### Met1 routing

The bar under the picture is 20 um long.
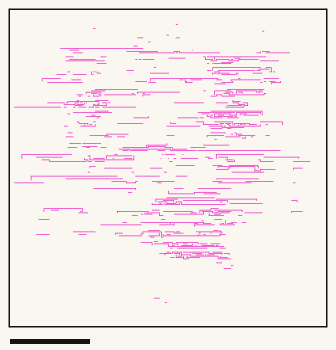
### Where the registers sit

The bar under the picture is 20 um long. Other sequential cells in the stronger grey, the rest of the logic in the fainter grey.
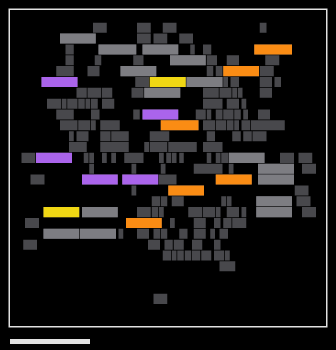
### Pin map

The bar under the picture is 20 um long. Pins as bars across the die edge, other pins in grey.
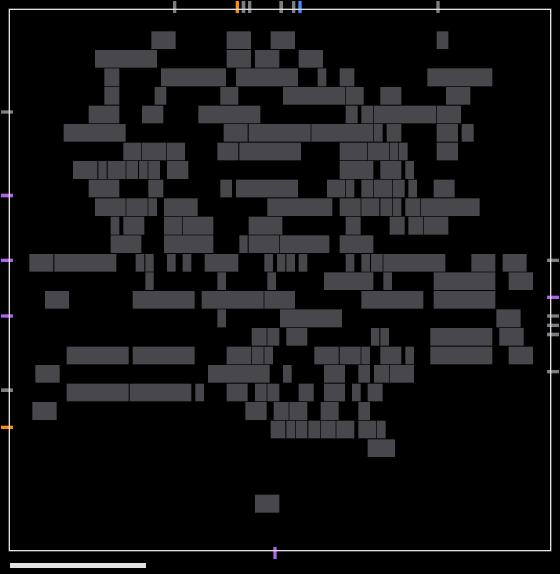
### Clock routing

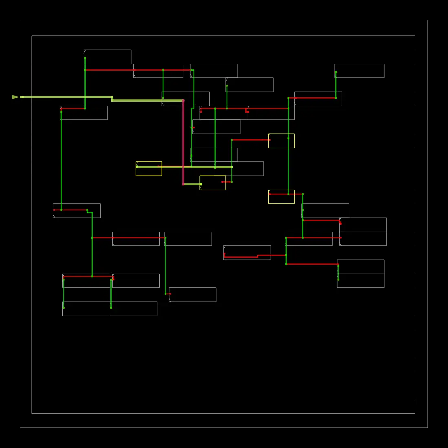
### Close-up of the layout

The bar under the picture is 20 um long. Window x 15 to 65, y 29 to 79 um. Cells in grey, sequential cells in the stronger grey; small squares are vias.
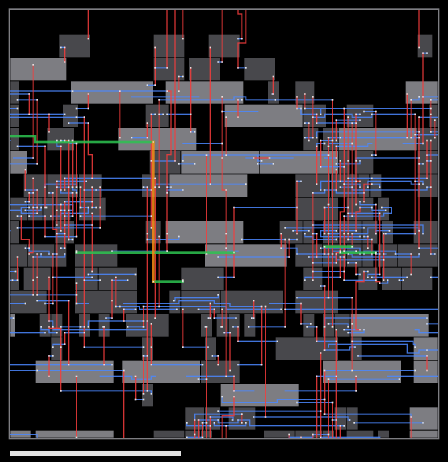
Design parking_lot_tracker, sky130hd; sources not shown.
==> results_slide.txt <==
Implementation Results

Drt
  – Drt wl/cell: 11.8 um
  – Vias per std cell: 4.55
  – Detailed-router iteration count before antenna repair: 4
  – Remaining DRCs: 0
  – Routed Antenna Nets: 0
  – Drt first-iter violations: 63

Power
  – Largest power group: combinational logic
  – Share of total power in the clock network: 0.125
  – Pwr Total: 0.00134 W
  – Leakage Power: 0.828 nW
  – Part of the power in registers: 0.325

Timing
  – Worst path setup slack after routing: 0.249 ns
  – Max-slew violation total from the final report: 0
  – Hold violation total from the final report: 0
  – Max Clock Skew: 0.00474 ns
  – Slew margin rel.: 0.506
  – Worst-margin pin slew: 0.734 ns
  – Highest Clock Rate: 253 MHz

GRT
  – Number of global-route vias before repair: 1144
  – Maximum number of pins on one net before global-route repair: 29
  – Wire length of the first global-routing pass: 5390 um
  – Total GRT Usage: 0.112
  – Antenna violations before repair: 0

Setup path
  – Max FO, Critical Path: 11
  – Cell repeated most along the worst path: sky130_fd_sc_hd__fa_1
  – Slowest stage delay, CP: 0.52 ns
  – Kind of launch point of the worst setup path: register
  – Type of element capturing the critical path: register
  – Worst Path Class, Setup: register to register

Floorplan
  – Chip area: 6280 sq um
  – Area of the placeable core: 5470 sq um

Synth
  – Share of the synthesized area in the top cell type: 0.426
  – Number of flops mapped to enable cells by yosys: 0
  – Sequential element share of the synthesized area: 0.443
  – Number of warning messages in the yosys log: 0
  – Synth cell count leaders: sky130_fd_sc_hd__dfrtp_1 (27), sky130_fd_sc_hd__inv_1 (18), sky130_fd_sc_hd__nand2_1 (8)
  – Dominant synthesized flop cell: sky130_fd_sc_hd__dfrtp_1
  – Chip area estimate from yosys synthesis: 1590 sq um
  – Mean instance size in the synthesized netlist: 9.97 sq um
  – Post-synth ARST share: 1.00
  – Flop and latch count out of synthesis: 28
  – Floorplan Nets: 176
  – Cell taking the most area after synthesis: sky130_fd_sc_hd__dfrtp_1
  – Ys cells: 159
  – Library cell with the highest instance count after synthesis: sky130_fd_sc_hd__dfrtp_1

Layout
  – Fraction of layout cells with a size suffix above 1: 0.0787
  – Diodes inserted: 0
  – Multi-input combinational cell area: 793 sq um
  – Final instance area: 1920 sq um
  – Fill cells: 578
  – Final Net Count: 196
  – Syn-to-layout area delta: 21.4%

Clock network
  – Clock sink total: 28
  – Clock input transition at the sequential cells of the worst setup and hold paths: 0.10 ns
  – CTS root buffer: sky130_fd_sc_hd__clkbuf_8
  – Post-CTS setup repair buffer count: 0
  – H-tree levels: 1
  – CTS tree: yes

Run
  – Tool warnings: 28
  – Max capacitance violation total: 0

Placement
  – Gp weighted congestion: 0.771
  – Setup WS pre-CTS: -0.165 ns
  – HPWL Detailed: 2180 um

Outcome
  – Result of the run: finished clean

Min path
  – Cells on Worst Hold Path: 0
Back to the opening pictures, 'Met1 routing':
nets with wire on the layer = 177
main direction = horizontal
longest straight run = 21.6 um
wire length on this layer = 1460 um
DR vias: 1138
Routed WL: 2960 um
met1 Use GR: 0.147

Back to the opening pictures, 'Where the registers sit':
yellow -> r_outer_m  # sequential cells 2
purple -> count  # sequential cells 5
orange -> r_state  # sequential cells 6
Seq. cell area: 704 sq um
final core occ: 0.352
sequential cell power: 0.000436 W
register share of the cell area: 0.366

Back to the opening pictures, 'Pin map':
blue -> clr_flags  # pins 1, direction input, edge top
purple -> count  # pins 5, direction output, edge 3 left, 1 right, 1 bottom
orange -> inner  # pins 2, direction input, edge 1 top, 1 left
y dimension of the die: 79.2 um
IO buf count: 20
die span in x: 79.2 um

Back to the opening pictures, 'Clock routing':
Insertion Delay late pin: 0.27 ns
clock network power: 0.000168 W
flop count: 28
number of buffers added by the clock tree synthesis step: 3

Back to the opening pictures, 'Close-up of the layout':
blue -> metal 1
red -> metal 2
green -> metal 3
orange -> metal 4
most frequent = inv_1 (15), dfrtp_1 (14), clkdlybuf4s50_1 (7)
cells with their middle in the window = 111
sequential cells in the window = 16

worst max-delay path: cells and delay by family, from the launching register on:
kind            cells  cell delay, ns
buf+inv             2            0.11
fa+ha+maj           4            1.55
simple gates        3            1.08
compound gates      2            0.58
flops               1            0.50
cell type report:
cell class                 count  share of cell area
buffer                         5             0.00975
timing repair buffer          20               0.101
tap                           72              0.0468
clock buffer                   4              0.0286
sequential                    28               0.366
multi-input combinational    103               0.412
inverter                      18              0.0351
placed cells by master (no fill, tap or decap), types with 2 or more instances in the layout:
cell                              Yosys  final
sky130_fd_sc_hd__mux2_2               2      2
sky130_fd_sc_hd__dfrtp_2              0      2
sky130_fd_sc_hd__a211o_1              2      2
sky130_fd_sc_hd__o21ai_0              7      7
sky130_fd_sc_hd__clkbuf_1             7      3
sky130_fd_sc_hd__nor3b_1              2      2
sky130_fd_sc_hd__nand2b_1             6      6
sky130_fd_sc_hd__o32a_1               2      2
sky130_fd_sc_hd__buf_1                3      2
sky130_fd_sc_hd__fa_1                 3      3
sky130_fd_sc_hd__xnor2_1              5      5
sky130_fd_sc_hd__nor4b_1              3      2
sky130_fd_sc_hd__nand2_1              8      8
sky130_fd_sc_hd__o31a_1               2      2
sky130_fd_sc_hd__clkbuf_8             0      4
sky130_fd_sc_hd__nand3b_1             3      3
sky130_fd_sc_hd__nand3_1              3      3
sky130_fd_sc_hd__o211ai_1             2      2
sky130_fd_sc_hd__nor2b_1              4      4
sky130_fd_sc_hd__a21oi_1              7      7
sky130_fd_sc_hd__and2_1               2      2
sky130_fd_sc_hd__inv_1               18     18
sky130_fd_sc_hd__xor2_1               3      3
sky130_fd_sc_hd__clkdlybuf4s50_1      0     19
sky130_fd_sc_hd__or3_1                2      2
sky130_fd_sc_hd__mux2i_1              3      3
sky130_fd_sc_hd__dfrtp_1             27     25
sky130_fd_sc_hd__nor2_1               7      7
sky130_fd_sc_hd__ha_1                 7      7
stage by stage:
step	hold WS [ns]	TNS (ns)	util	cells
floorplan	0.331	0	-	159
global placement	0.334	-0.125	0.343	251
detailed placement	0.335	-0.304	0.343	251
CTS	0.357	0	0.354	255
global route	0.365	0	0.352	250
finish	0.353	0	0.352	250
layer usage:
| metal | wire, um | GRT usage | up-vias |
|---|---|---|---|
| met4 | 16 | 0.0259 | 0 |
| met3 | 92 | 0.0307 | 2 |
| li1 | - | - | 580 |
| met2 | 1390 | 0.173 | 18 |
| met5 | 0 | - | - |
| met1 | 1460 | 0.147 | 538 |
repair_timing:
item	CTS	global route
resized	1	3
endpoints found under the setup margin	5	5
pin swaps	0	2
kinds of logic (layout without fill, tap and decap cells):
group | Yosys count | in the layout | synth area share
DFF | 28 | 28 | 0.443
adders and majority gates | 10 | 10 | 0.0931
buffers and inverters | 28 | 47 | 0.0663
xor gates and xnor gates | 8 | 8 | 0.0442
and+or+nand+nor | 47 | 47 | 0.179
muxes | 5 | 5 | 0.0331
AOI/OAI and AO/OA | 33 | 33 | 0.141
Power is estimated from default activity; no workload was simulated.
